`src/rtl/dac_multi_serializer.sv`:
```
// -----------------------------------------------------------------------------
// dac_multi_serializer
// Takes one multi-channel sample set over a valid/ready handshake. For each
// enabled channel, in ascending index order, it shifts one frame onto a
// TLC5620-style DAC bus (dclk/data/load/ldac).
// Each frame is sent MSB first: {channel index, RNG, code}.
//
// Ports:
//   clk, reset        system clock, synchronous active-high reset
//   s_valid/s_ready   sample-set handshake (s_ready high only when idle)
//   s_data            NCH codes, channel i at [i*DATA_W +: DATA_W]
//   ch_en             channel enable mask, captured together with s_data
//   busy              transfer in progress
//   frame_done        one-cycle pulse once the whole set has been sent
//   dclk, data        serial clock and data (the DAC samples on the dclk fall)
//   load, ldac        active-low input-latch and output-update strobes
//
// Build option: define DAC_PER_CHANNEL_LDAC_EN to issue an ldac pulse after
// every channel's load. Without it, one shared ldac pulse follows the last
// channel, so all DAC outputs update together.
//
// Bus outputs are registered decodes of the current state. They therefore
// appear one clk after the state that produces them, so the first dclk rise
// comes one cycle after accept.
// -----------------------------------------------------------------------------
module dac_multi_serializer #(
  parameter int DATA_W   = 8,
  parameter int NCH      = 4,
  parameter int ADDR_W   = 2,
  parameter int RNG      = 0,
  parameter int HALF_DIV = 20,
  parameter int LOAD_CYC = 40,
  parameter int LDAC_CYC = 40
) (
  input  logic                    clk,
  input  logic                    reset,
  input  logic                    s_valid,
  output logic                    s_ready,
  input  logic [NCH*DATA_W-1:0]   s_data,
  input  logic [NCH-1:0]          ch_en,
  output logic                    busy,
  output logic                    frame_done,
  output logic                    dclk,
  output logic                    data,
  output logic                    load,
  output logic                    ldac
);

  localparam int FW    = ADDR_W + 1 + DATA_W;
  localparam int PER   = 2 * HALF_DIV;
  localparam int MAXC  = (PER > LOAD_CYC) ? ((PER > LDAC_CYC) ? PER : LDAC_CYC)
                                          : ((LOAD_CYC > LDAC_CYC) ? LOAD_CYC : LDAC_CYC);
  localparam int CNT_W = $clog2(MAXC + 1);
  localparam int BIT_W = $clog2(FW);

  typedef enum logic [2:0] {
    IDLE  = 3'd0,
    SHIFT = 3'd1,
    LOAD  = 3'd2,
    LDAC  = 3'd3,
    DONE  = 3'd4
  } state_t;

  state_t                  state_q, state_d;
  logic [CNT_W-1:0]        cnt_q, cnt_d;
  logic [BIT_W-1:0]        bit_q, bit_d;
  logic [ADDR_W-1:0]       ch_q, ch_d;
  logic [NCH-1:0]          rem_q, rem_d;
  logic [NCH*DATA_W-1:0]   sdata_q, sdata_d;
  logic                    dclk_q, dclk_d, data_q, data_d;
  logic                    load_q, load_d, ldac_q, ldac_d;
  logic                    busy_q, busy_d, fd_q, fd_d;
  logic [DATA_W-1:0]       chan_data_s;
  logic [FW-1:0]           word_s;
  logic [NCH-1:0]          rem_left_s;

  // Lowest set bit of the mask, i.e. the next channel to send.
  function automatic logic [ADDR_W-1:0] first_ch(input logic [NCH-1:0] m);
    logic [ADDR_W-1:0] idx;
    idx = {ADDR_W{1'b0}};
    for (int i = NCH - 1; i >= 0; i--) begin
      if (m[i]) idx = ADDR_W'(i);
      else      idx = idx;
    end
    return idx;
  endfunction

  assign s_ready    = (state_q == IDLE) & ~reset;
  assign busy       = busy_q;
  assign frame_done = fd_q;
  assign dclk       = dclk_q;
  assign data       = data_q;
  assign load       = load_q;
  assign ldac       = ldac_q;
  assign word_s     = {ch_q, 1'(RNG), chan_data_s};

  // Select the shadowed code of the channel being sent, and form the mask of channels still pending after it.
  always_comb begin
    chan_data_s = {DATA_W{1'b0}};
    rem_left_s  = rem_q;
    for (int i = 0; i < NCH; i++) begin
      if (ch_q == ADDR_W'(i)) begin
        chan_data_s   = sdata_q[i*DATA_W +: DATA_W];
        rem_left_s[i] = 1'b0;
      end else begin
        rem_left_s[i] = rem_q[i];
      end
    end
  end

  // State register plus registered bus outputs.
  always_ff @(posedge clk) begin
    if (reset) begin
      state_q <= IDLE;
      cnt_q   <= {CNT_W{1'b0}};
      bit_q   <= {BIT_W{1'b0}};
      ch_q    <= {ADDR_W{1'b0}};
      rem_q   <= {NCH{1'b0}};
      sdata_q <= {(NCH*DATA_W){1'b0}};
      dclk_q  <= 1'b0;
      data_q  <= 1'b0;
      load_q  <= 1'b1;
      ldac_q  <= 1'b1;
      busy_q  <= 1'b0;
      fd_q    <= 1'b0;
    end else begin
      state_q <= state_d;
      cnt_q   <= cnt_d;
      bit_q   <= bit_d;
      ch_q    <= ch_d;
      rem_q   <= rem_d;
      sdata_q <= sdata_d;
      dclk_q  <= dclk_d;
      data_q  <= data_d;
      load_q  <= load_d;
      ldac_q  <= ldac_d;
      busy_q  <= busy_d;
      fd_q    <= fd_d;
    end
  end

  // Next-state logic: sequencing of bits, channels and strobe phases.
  always_comb begin
    state_d = state_q;
    cnt_d   = cnt_q;
    bit_d   = bit_q;
    ch_d    = ch_q;
    rem_d   = rem_q;
    sdata_d = sdata_q;
    case (state_q)
      IDLE: begin
        if (s_valid) begin
          sdata_d = s_data;
          cnt_d   = {CNT_W{1'b0}};
          bit_d   = BIT_W'(FW - 1);
          ch_d    = first_ch(ch_en);
          rem_d   = ch_en;
          if (|ch_en) state_d = SHIFT;
          else        state_d = DONE;
        end else begin
          state_d = IDLE;
        end
      end
      SHIFT: begin
        if (cnt_q == CNT_W'(PER - 1)) begin
          cnt_d = {CNT_W{1'b0}};
          if (bit_q == {BIT_W{1'b0}}) state_d = LOAD;
          else                        bit_d   = bit_q - BIT_W'(1);
        end else begin
          cnt_d = cnt_q + CNT_W'(1);
        end
      end
      LOAD: begin
        if (cnt_q == CNT_W'(LOAD_CYC - 1)) begin
          cnt_d = {CNT_W{1'b0}};
          rem_d = rem_left_s;
`ifdef DAC_PER_CHANNEL_LDAC_EN
          state_d = LDAC;
`else
          // Next enabled channel follows with no dead cycles.
          if (|rem_left_s) begin
            state_d = SHIFT;
            ch_d    = first_ch(rem_left_s);
            bit_d   = BIT_W'(FW - 1);
          end else begin
            state_d = LDAC;
          end
`endif
        end else begin
          cnt_d = cnt_q + CNT_W'(1);
        end
      end
      LDAC: begin
        if (cnt_q == CNT_W'(LDAC_CYC - 1)) begin
          cnt_d = {CNT_W{1'b0}};
`ifdef DAC_PER_CHANNEL_LDAC_EN
          if (|rem_q) begin
            state_d = SHIFT;
            ch_d    = first_ch(rem_q);
            bit_d   = BIT_W'(FW - 1);
          end else begin
            state_d = DONE;
          end
`else
          state_d = DONE;
`endif
        end else begin
          cnt_d = cnt_q + CNT_W'(1);
        end
      end
      DONE:    state_d = IDLE;
      default: state_d = IDLE;
    endcase
  end

  // Output decode of the current state; registered on the next edge.
  always_comb begin
    dclk_d = 1'b0;
    data_d = 1'b0;
    load_d = 1'b1;
    ldac_d = 1'b1;
    fd_d   = 1'b0;
    busy_d = (state_d != IDLE);
    case (state_q)
      IDLE: fd_d = 1'b0;
      SHIFT: begin
        // First half of each bit period is dclk high; the bit holds for both halves.
        dclk_d = (cnt_q < CNT_W'(HALF_DIV));
        data_d = word_s[bit_q];
      end
      LOAD:    load_d = 1'b0;
      LDAC:    ldac_d = 1'b0;
      DONE:    fd_d   = 1'b1;
      default: fd_d   = 1'b0;
    endcase
  end

endmodule
```
`config.mk`:
```
export PLATFORM = sky130hd
export DESIGN_NAME = dac_multi_serializer
export DESIGN_NICKNAME = d
export VERILOG_FILES = /design/src/rtl/dac_multi_serializer.sv
export SDC_FILE = /design/constraint.sdc
export NUM_CORES = 1
export LEC_CHECK = 0
export ABC_AREA = 1
export CAP_MARGIN = 25
export CORE_MARGIN = 2
export CORE_UTILIZATION = 45
export CTS_CLUSTER_DIAMETER = 50
export CTS_CLUSTER_SIZE = 24
export DETAILED_ROUTE_END_ITERATION = 12
export PLACE_DENSITY = 0.78
export SYNTH_ARGS = -nofsm -noshare
export SYNTH_HDL_FRONTEND = slang
export SYNTH_SLANG_ARGS = --single-unit
```
`constraint.sdc`:
```
create_clock -name clk -period 2 [get_ports clk]
set_input_delay 0.4 -clock clk [delete_from_list [all_inputs] [get_ports clk]]
set_output_delay 0.4 -clock clk [all_outputs]
set_load 0.01 [all_outputs]
```
==> reports/results.ini <==
[layout]
regMostFlops=sdata_q
ff_count=57
final_nets=477
final-clk-cell-share=0.0509
comb-cell-share=0.392
largestRegisters=sdata_q (32), cnt_q (6)
final_cell_mix=nand2_1 (114), a21oi_1 (57), dfxtp_1 (57), clkdlybuf4s50_1 (44), nand3_1 (27)
nClkBuffers=13
regArea_um2=1140
areaGrowthSynthToFinish_pct=27.3
largest_reg_flops=32
bufAreaShareNonClock=0.158
seq_share=0.334
comb_cells=277
final_common_cell=nand2_1
buffers=57

[placed_design]
gp_congestion=0.954
port_buffers=45
post-dp-hpwl_um=4670
pre_cts_ws_ns=0.145

[worst_setup_path]
cp-start-kind=register
worstPathMaxFanout=4
path_class=reg -> out
setup.worst_path.end_class=primary output
cp.required_ns=1.60
crit_arrival_ns=1.42

[route]
ant_nets=0
first_pass_iters=6

[logic_synthesis]
logic_family=simple AND/OR/NAND/NOR gates
avgSynthCellArea_um2=7.01
yosys_area_um2=2690
yosys_warnings=0
synth_area_um2=2690
simple_gate_share=0.279
syn_nets=424
synth-seq-area-share=0.425
synth.ff_latch_count=57
yosysCellCount=383
synth.mux.area_fraction=0
synth.top_cell.area_share=0.425

[final_timing]
worst-slew-pin-transition_ns=0.466
finalHoldViolCount=0
relSlewSlack=0.688
fin_crit_ns=1.82
clock.fmax_mhz=551
rsz0062_at_grt=false

[global_route]
grt_max_degree=42
track_usage=0.204
grt_antenna_before_repair=0
grt-ovfl-total=0
grt_pass1_wl_um=10300
first_global_vias=2346

[clock_network]
numCtsBuffers=9
cts_hold_buffers=0
cts_resized=2
cts_tree=done
post_cts_buffers=0
clkSinkCount=57
cts-root-buf=clkbuf_8
cts_buffer_depth=2
clk_latency_ns=0.33
htreeDepth=3
cts.clk_slew.worst_paths_ns=0.06

[status]
status=finished, final reports clean

[floorplanning]
fp.dieH_um=81.2
core_area_um2=5850
io_pins=46
taps=75
dieArea_um2=6600
num_rows=28

[power]
power_frac_clock=0.352
p_seq_mw=1.27
seq_power_share=0.469
p_switching_mw=0.765
pg_comb_mw=0.484
peakVddDrop_mv=0.363
maxPowerGroup=sequential cells
comb_power_share=0.179
clock_net_power_mw=0.953
p_int_mw=1.94

[flow_run]
timing.max_cap.violations=0

## routing by layer
metal  part of all wire  global-route usage  vias up  wire (µm)
met1               0.46               0.248     1176       2920
met3              0.049              0.0611        8        309
met2               0.48               0.332       72       3030
met4              0.017              0.0932        0        106
li1                   -                   -     1376          -
met5                  0                   0        -          0
## Yosys cell counts
cell,count
buf_2,5
a21oi_2,3
o21a_1,1
nand2_2,2
xnor2_1,1
nand2_1,114
buf_4,4
xor2_1,1
o21ai_0,24
clkbuf_1,6
dfxtp_1,57
nor3_4,2
inv_4,1
inv_2,5
nor3_1,3
or2_2,1
a211oi_2,1
a211oi_1,1
o2111ai_1,1
nor2_1,19
a31oi_1,5
o21ai_1,2
nand2_4,2
o22ai_1,2
clkinv_1,2
nand3_1,27
ha_1,2
a21oi_1,57
a2111oi_2,1
inv_1,26
nand4_1,3
a32oi_1,1
nor2_2,1
## through the flow
stage	std cells	instance area [µm²]	hold slack (ns)	total power, mW
after detailed placement	500	3240	0.447	1.77
after CTS	516	3420	0.461	2.72
after floorplan	383	2690	0.429	1.59
final	516	3420	0.456	2.70
after global placement	500	3240	0.442	1.76
after global routing	516	3420	0.472	2.85
## final timing paths
path	to	startpoint	cells after the start	slack, ns
worst min-delay path	sdata_q[27]	sdata_q[27]	2	0.46
worst max register to register	bit_q[0]	bit_q[0]	10	0.24
worst max-delay path	s_ready	state_q[1]	6	0.18
worst min register to register	sdata_q[27]	sdata_q[27]	2	0.46
## critical path: stages (launching register included)
cell and delay [ns]:
dfxtp_1 0.36, inv_2 0.09, nand2_1 0.11, nor2_2 0.13
inv_1 0.05, nor2_1 0.07, dlygate4sd2_1 0.26
Met2 routing:
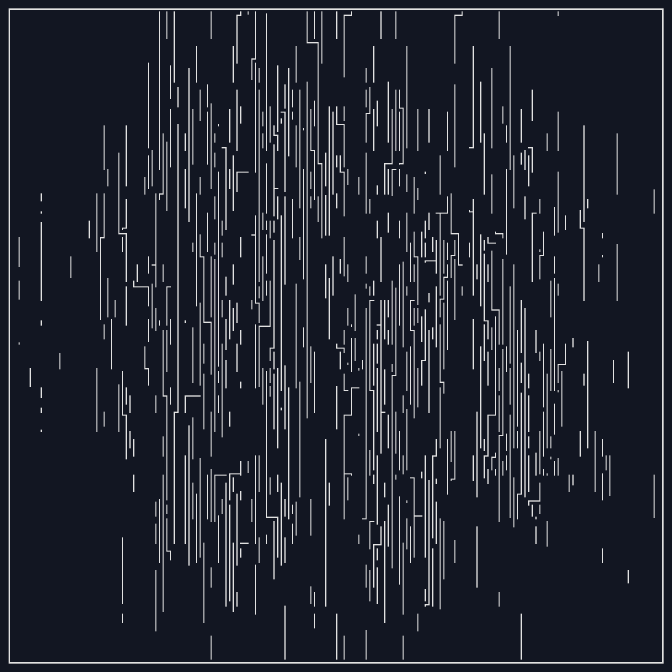
wire length on this layer: 3,030 µm
share of all routed wire: 48%
GRT met2 Usage: 0.332
via count: 2,632
Routed WL: 6370 µm

Track usage over the die:
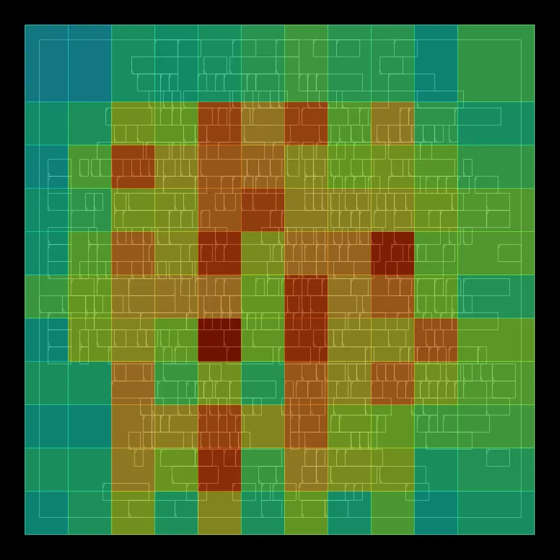
post-layout util: 0.584
GR Layer Usage met1: 0.248
drt wl/cell: 12.3 µm
met3 usage: 0.0611

Power and IR drop assume default switching activity.
